<file path="src/rtl/apb_lsu_if.sv">
// Bus bundles for the APB load/store unit.
//   apb_lsu_req_if : core-side request/response channel (master = core, slave = LSU)
//   apb_lsu_apb_if : APB fabric signals (master = LSU, slave = APB fabric)
interface apb_lsu_req_if #(
  parameter int ADDR_WIDTH = 32,
  parameter int DATA_WIDTH = 32
);
  logic                  req_valid;
  logic                  req_ready;
  logic                  req_write;
  logic [1:0]            req_size;
  logic                  req_unsigned;
  logic [ADDR_WIDTH-1:0] req_addr;
  logic [DATA_WIDTH-1:0] req_wdata;
  logic                  rsp_valid;
  logic [DATA_WIDTH-1:0] rsp_rdata;
  logic                  rsp_err;
  logic [1:0]            rsp_err_code;

  modport master (
    output req_valid, req_write, req_size, req_unsigned, req_addr, req_wdata,
    input  req_ready, rsp_valid, rsp_rdata, rsp_err, rsp_err_code
  );

  modport slave (
    input  req_valid, req_write, req_size, req_unsigned, req_addr, req_wdata,
    output req_ready, rsp_valid, rsp_rdata, rsp_err, rsp_err_code
  );
endinterface

interface apb_lsu_apb_if #(
  parameter int ADDR_WIDTH = 32,
  parameter int DATA_WIDTH = 32
);
  localparam int NB = DATA_WIDTH / 8;

  logic [ADDR_WIDTH-1:0] APB_paddr;
  logic [DATA_WIDTH-1:0] APB_pdata;
  logic [DATA_WIDTH-1:0] APB_prdata;
  logic                  APB_psel;
  logic                  APB_penable;
  logic                  APB_pwrite;
  logic [NB-1:0]         APB_pstb;
  logic                  APB_pready;
  logic                  APB_perr;

  modport master (
    output APB_paddr, APB_pdata, APB_psel, APB_penable, APB_pwrite, APB_pstb,
    input  APB_prdata, APB_pready, APB_perr
  );

  modport slave (
    input  APB_paddr, APB_pdata, APB_psel, APB_penable, APB_pwrite, APB_pstb,
    output APB_prdata, APB_pready, APB_perr
  );
endinterface

</file>
<file path="src/rtl/apb_lsu.sv">
// APB master load/store unit: byte-lane steering, sign/zero extension of loads,
// misalignment detection and error reporting. One request in flight at a time.
// Optional macro APB_LSU_TIMEOUT_EN adds an ACCESS-phase wait limit of
// TIMEOUT_CYCLES cycles (error code 11); without it the unit waits indefinitely.
//
// state  | meaning
// IDLE   | req_ready high, waiting for a request
// SETUP  | APB setup phase (psel=1, penable=0)
// ACCESS | APB access phase, waiting for pready (or timeout)
// RESP   | one-cycle rsp_valid pulse
module apb_lsu #(
  parameter int ADDR_WIDTH     = 32,
  parameter int DATA_WIDTH     = 32,
  parameter int TIMEOUT_CYCLES = 255
) (
  input logic           APB_PCLK,
  input logic           APB_PRESET,
  apb_lsu_req_if.slave  req,
  apb_lsu_apb_if.master apb
);
  localparam int NB   = DATA_WIDTH / 8;
  localparam int OFFW = $clog2(NB);

  localparam logic [1:0] ST_IDLE   = 2'd0;
  localparam logic [1:0] ST_SETUP  = 2'd1;
  localparam logic [1:0] ST_ACCESS = 2'd2;
  localparam logic [1:0] ST_RESP   = 2'd3;

  logic [1:0]            state;
  logic                  lat_write;
  logic                  lat_unsigned;
  logic [1:0]            lat_size;
  logic [OFFW-1:0]       lat_off;

  logic [OFFW-1:0]       req_off;
  logic                  misaligned;
  logic [NB-1:0]         size_mask;
  logic [ADDR_WIDTH-1:0] aligned_addr;
  logic [DATA_WIDTH-1:0] load_shift;
  logic [DATA_WIDTH-1:0] load_keep;
  logic                  load_sign;
  logic [DATA_WIDTH-1:0] load_ext;

  assign req.req_ready = (state == ST_IDLE);

  // Alignment check of the incoming request; a dword is never legal on a 32-bit bus.
  always_comb begin
    req_off    = req.req_addr[OFFW-1:0];
    misaligned = 1'b0;
    case (req.req_size)
      2'b01:   misaligned = req_off[0];
      2'b10:   misaligned = (req_off[1:0] != 2'b00);
      2'b11:   misaligned = (DATA_WIDTH == 32) || (req_off != '0);
      default: misaligned = 1'b0;
    endcase
  end

  // Byte-enable pattern for the access size before lane steering, and the bus-aligned address.
  always_comb begin
    size_mask = '0;
    case (req.req_size)
      2'b00:   size_mask[0]   = 1'b1;
      2'b01:   size_mask[1:0] = 2'b11;
      2'b10:   size_mask[3:0] = 4'hF;
      default: size_mask      = '1;
    endcase
    aligned_addr             = req.req_addr;
    aligned_addr[OFFW-1:0]   = '0;
  end

  // Right-align the addressed lanes of prdata, then mask to size and extend.
  always_comb begin
    load_shift = apb.APB_prdata >> {lat_off, 3'b000};
    load_keep  = '1;
    load_sign  = load_shift[DATA_WIDTH-1];
    case (lat_size)
      2'b00: begin
        load_keep = DATA_WIDTH'(32'h0000_00FF);
        load_sign = load_shift[7];
      end
      2'b01: begin
        load_keep = DATA_WIDTH'(32'h0000_FFFF);
        load_sign = load_shift[15];
      end
      2'b10: begin
        load_keep = DATA_WIDTH'(32'hFFFF_FFFF);
        load_sign = load_shift[31];
      end
      default: begin
        load_keep = '1;
        load_sign = load_shift[DATA_WIDTH-1];
      end
    endcase
    load_ext = (load_shift & load_keep) |
               ({DATA_WIDTH{load_sign & ~lat_unsigned}} & ~load_keep);
  end

`ifdef APB_LSU_TIMEOUT_EN
  localparam int TW = $clog2(TIMEOUT_CYCLES + 1);
  logic [TW-1:0] wait_cnt;
  logic          timeout_hit;

  // Count ACCESS cycles without pready; cleared as the transfer enters ACCESS.
  always_ff @(posedge APB_PCLK or posedge APB_PRESET) begin
    if (APB_PRESET) begin
      wait_cnt <= '0;
    end else if (state == ST_SETUP) begin
      wait_cnt <= '0;
    end else if (state == ST_ACCESS && !apb.APB_pready) begin
      wait_cnt <= wait_cnt + 1'b1;
    end
  end

  // Limit reached on this edge unless pready arrives in the same cycle.
  assign timeout_hit = (state == ST_ACCESS) && !apb.APB_pready &&
                       (wait_cnt == TW'(TIMEOUT_CYCLES - 1));
`else
  localparam int unused_timeout_cycles = TIMEOUT_CYCLES;
`endif

  // Main sequencer: APB phases and registered response.
  always_ff @(posedge APB_PCLK or posedge APB_PRESET) begin
    if (APB_PRESET) begin
      state            <= ST_IDLE;
      lat_write        <= 1'b0;
      lat_unsigned     <= 1'b0;
      lat_size         <= 2'b00;
      lat_off          <= '0;
      apb.APB_paddr    <= '0;
      apb.APB_pdata    <= '0;
      apb.APB_psel     <= 1'b0;
      apb.APB_penable  <= 1'b0;
      apb.APB_pwrite   <= 1'b0;
      apb.APB_pstb     <= '0;
      req.rsp_valid    <= 1'b0;
      req.rsp_rdata    <= '0;
      req.rsp_err      <= 1'b0;
      req.rsp_err_code <= 2'b00;
    end else begin
      req.rsp_valid <= 1'b0;
      case (state)
        ST_IDLE: begin
          if (req.req_valid) begin
            if (misaligned) begin
              state            <= ST_RESP;
              req.rsp_valid    <= 1'b1;
              req.rsp_err      <= 1'b1;
              req.rsp_err_code <= 2'b01;
              req.rsp_rdata    <= '0;
            end else begin
              state           <= ST_SETUP;
              lat_write       <= req.req_write;
              lat_unsigned    <= req.req_unsigned;
              lat_size        <= req.req_size;
              lat_off         <= req_off;
              apb.APB_psel    <= 1'b1;
              apb.APB_pwrite  <= req.req_write;
              apb.APB_paddr   <= aligned_addr;
              apb.APB_pdata   <= req.req_wdata << {req_off, 3'b000};
              apb.APB_pstb    <= req.req_write ? (size_mask << req_off) : '1;
            end
          end
        end
        ST_SETUP: begin
          state           <= ST_ACCESS;
          apb.APB_penable <= 1'b1;
        end
        ST_ACCESS: begin
          if (apb.APB_pready) begin
            state            <= ST_RESP;
            apb.APB_psel     <= 1'b0;
            apb.APB_penable  <= 1'b0;
            apb.APB_pwrite   <= 1'b0;
            req.rsp_valid    <= 1'b1;
            req.rsp_err      <= apb.APB_perr;
            req.rsp_err_code <= apb.APB_perr ? 2'b10 : 2'b00;
            req.rsp_rdata    <= (apb.APB_perr || lat_write) ? '0 : load_ext;
          end
`ifdef APB_LSU_TIMEOUT_EN
          else if (timeout_hit) begin
            state            <= ST_RESP;
            apb.APB_psel     <= 1'b0;
            apb.APB_penable  <= 1'b0;
            apb.APB_pwrite   <= 1'b0;
            req.rsp_valid    <= 1'b1;
            req.rsp_err      <= 1'b1;
            req.rsp_err_code <= 2'b11;
            req.rsp_rdata    <= '0;
          end
`endif
        end
        default: begin
          state <= ST_IDLE;
        end
      endcase
    end
  end
endmodule
</file>
<file path="src/flat_wrapper.sv">
// flat-port wrapper written by rule: the top's interface ports become plain ports
module apb_lsu_flat 
#(
  parameter int ADDR_WIDTH     = 32,
  parameter int DATA_WIDTH     = 32,
  parameter int TIMEOUT_CYCLES = 255
)
  (APB_PCLK, APB_PRESET, req_req_valid, req_req_write, req_req_size, req_req_unsigned, req_req_addr, req_req_wdata, req_req_ready, req_rsp_valid, req_rsp_rdata, req_rsp_err, req_rsp_err_code, apb_APB_paddr, apb_APB_pdata, apb_APB_psel, apb_APB_penable, apb_APB_pwrite, apb_APB_pstb, apb_APB_prdata, apb_APB_pready, apb_APB_perr);
  apb_lsu_req_if #(.ADDR_WIDTH(ADDR_WIDTH), .DATA_WIDTH(DATA_WIDTH)) req_i ();
  apb_lsu_apb_if #(.ADDR_WIDTH(ADDR_WIDTH), .DATA_WIDTH(DATA_WIDTH)) apb_i ();
  input logic APB_PCLK;
  input logic APB_PRESET;
  input wire logic [$bits(req_i.req_valid)-1:0] req_req_valid;
  input wire logic [$bits(req_i.req_write)-1:0] req_req_write;
  input wire logic [$bits(req_i.req_size)-1:0] req_req_size;
  input wire logic [$bits(req_i.req_unsigned)-1:0] req_req_unsigned;
  input wire logic [$bits(req_i.req_addr)-1:0] req_req_addr;
  input wire logic [$bits(req_i.req_wdata)-1:0] req_req_wdata;
  output wire logic [$bits(req_i.req_ready)-1:0] req_req_ready;
  output wire logic [$bits(req_i.rsp_valid)-1:0] req_rsp_valid;
  output wire logic [$bits(req_i.rsp_rdata)-1:0] req_rsp_rdata;
  output wire logic [$bits(req_i.rsp_err)-1:0] req_rsp_err;
  output wire logic [$bits(req_i.rsp_err_code)-1:0] req_rsp_err_code;
  output wire logic [$bits(apb_i.APB_paddr)-1:0] apb_APB_paddr;
  output wire logic [$bits(apb_i.APB_pdata)-1:0] apb_APB_pdata;
  output wire logic [$bits(apb_i.APB_psel)-1:0] apb_APB_psel;
  output wire logic [$bits(apb_i.APB_penable)-1:0] apb_APB_penable;
  output wire logic [$bits(apb_i.APB_pwrite)-1:0] apb_APB_pwrite;
  output wire logic [$bits(apb_i.APB_pstb)-1:0] apb_APB_pstb;
  input wire logic [$bits(apb_i.APB_prdata)-1:0] apb_APB_prdata;
  input wire logic [$bits(apb_i.APB_pready)-1:0] apb_APB_pready;
  input wire logic [$bits(apb_i.APB_perr)-1:0] apb_APB_perr;
  assign req_i.req_valid = req_req_valid;
  assign req_i.req_write = req_req_write;
  assign req_i.req_size = req_req_size;
  assign req_i.req_unsigned = req_req_unsigned;
  assign req_i.req_addr = req_req_addr;
  assign req_i.req_wdata = req_req_wdata;
  assign req_req_ready = req_i.req_ready;
  assign req_rsp_valid = req_i.rsp_valid;
  assign req_rsp_rdata = req_i.rsp_rdata;
  assign req_rsp_err = req_i.rsp_err;
  assign req_rsp_err_code = req_i.rsp_err_code;
  assign apb_APB_paddr = apb_i.APB_paddr;
  assign apb_APB_pdata = apb_i.APB_pdata;
  assign apb_APB_psel = apb_i.APB_psel;
  assign apb_APB_penable = apb_i.APB_penable;
  assign apb_APB_pwrite = apb_i.APB_pwrite;
  assign apb_APB_pstb = apb_i.APB_pstb;
  assign apb_i.APB_prdata = apb_APB_prdata;
  assign apb_i.APB_pready = apb_APB_pready;
  assign apb_i.APB_perr = apb_APB_perr;
  apb_lsu #(.ADDR_WIDTH(ADDR_WIDTH), .DATA_WIDTH(DATA_WIDTH), .TIMEOUT_CYCLES(TIMEOUT_CYCLES)) u_core (.APB_PCLK(APB_PCLK), .APB_PRESET(APB_PRESET), .req(req_i), .apb(apb_i));
endmodule
</file>
<file path="config.mk">
export PLATFORM = sky130hd
export DESIGN_NAME = apb_lsu_flat
export DESIGN_NICKNAME = d
export VERILOG_FILES = /design/src/rtl/apb_lsu_if.sv /design/src/rtl/apb_lsu.sv /design/src/flat_wrapper.sv
export SDC_FILE = /design/constraint.sdc
export NUM_CORES = 1
export LEC_CHECK = 0
export ABC_AREA = 0
export CAP_MARGIN = 15
export CORE_MARGIN = 1
export CORE_UTILIZATION = 40
export DETAILED_ROUTE_END_ITERATION = 6
export GPL_TIMING_DRIVEN = 1
export PLACE_DENSITY = 0.81
export SYNTH_ARGS = -nofsm -noshare
export SYNTH_HDL_FRONTEND = slang
export SYNTH_SLANG_ARGS = --single-unit
</file>
<file path="constraint.sdc">
create_clock -name APB_PCLK -period 3.84 [get_ports APB_PCLK]
set_input_delay 0.96 -clock APB_PCLK [delete_from_list [all_inputs] [get_ports APB_PCLK]]
set_output_delay 0.96 -clock APB_PCLK [all_outputs]
set_load 0.05 [all_outputs]
</file>
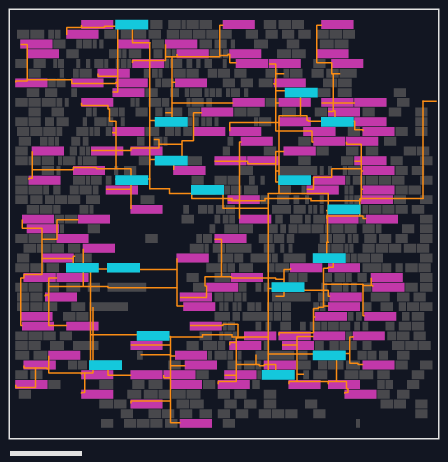
Fig. 1. Clock wires, drivers and flops.
Scale bar: 20 microns.
legend:
  cyan:
    item: clock drivers
    count: 17
  orange:
    item: clock wires
    length: 1580 microns
  magenta:
    item: flip-flops
    count: 113
flops lie: widely spread
clock share of power: 21.4%
Insertion Delay late pin: 0.41 ns
Clock group: 1.74 mW
Post-Route Skew: 0.00581 ns

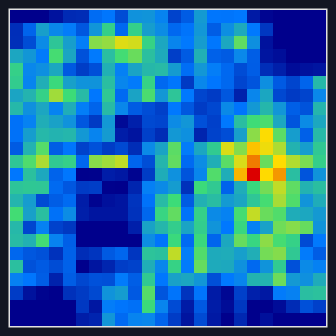
Fig. 2. Routed metal per tile.
24 x 24 tiles, from dark blue (low) to red (high), scaled to the fullest tile. Values are wire area over tile area, all layers added.
fullest tile: 0.64
emptiest ninth of the die: bottom left
mean over tiles: 0.18
tiles over half the peak: 12%
nearly empty tiles: 9.7%
densest ninth of the die: right middle
drt wl/cell: 17.3 microns
vias after detailed routing: 4747
GRT Total Usage: 22.1%
Routed WL: 15400 microns

==> flow_summary.html <==
<!-- implementation run metrics -->
<table>
<tr><th>Metric</th><th>Value</th></tr>
<tr><th colspan="2">Run status</th></tr>
<tr><td>Result of the run</td><td>finished, final reports clean</td></tr>
<tr><th colspan="2">Final timing</th></tr>
<tr><td>Hold Slack</td><td>0.477 ns</td></tr>
<tr><td>Upper clock frequency limit</td><td>0.333 GHz</td></tr>
<tr><th colspan="2">Yosys</th></tr>
<tr><td>Cell area leaders</td><td>sky130_fd_sc_hd__dfrtp_1 (51%), sky130_fd_sc_hd__mux2_2 (9.4%), sky130_fd_sc_hd__mux2i_1 (6.1%)</td></tr>
<tr><td>Post-Syn Instances</td><td>499</td></tr>
<tr><td>Share of the synthesized area in the top cell type</td><td>51.1%</td></tr>
<tr><td>Post-synthesis cell type with the largest instance count</td><td>sky130_fd_sc_hd__dfrtp_1</td></tr>
<tr><td>Cell type with the largest total area</td><td>sky130_fd_sc_hd__dfrtp_1</td></tr>
<tr><th colspan="2">Drt</th></tr>
<tr><td>Number of remaining DRC errors</td><td>0</td></tr>
<tr><td>Vias per Instance</td><td>5.35</td></tr>
<tr><td>Count of antenna-violating nets left after detailed routing</td><td>0</td></tr>
<tr><th colspan="2">Placement</th></tr>
<tr><td>Placement Setup Slack</td><td>between 0.8 and 0.9 ns</td></tr>
<tr><td>DPL Wire Length</td><td>11100 microns</td></tr>
<tr><th colspan="2">Worst setup path</th></tr>
<tr><td>Classification of the worst setup path</td><td>flop to output port</td></tr>
<tr><th colspan="2">Power</th></tr>
<tr><td>Overall power of the completed layout</td><td>8.13 mW</td></tr>
<tr><td>Dominant power group</td><td>combinational logic</td></tr>
<tr><th colspan="2">GRT</th></tr>
<tr><td>Pin count of the biggest net entering global routing</td><td>83</td></tr>
<tr><td>First-pass GRT wire length</td><td>around 25000 microns</td></tr>
<tr><th colspan="2">Clocking</th></tr>
<tr><td>Hold buffer count at CTS</td><td>0</td></tr>
<tr><td>Gates resized, CTS repair</td><td>0</td></tr>
<tr><th colspan="2">Finish</th></tr>
<tr><td>Register share of the cell area</td><td>33.6%</td></tr>
</table>
Power figures rest on the tool's default switching activity, not on a simulated workload.
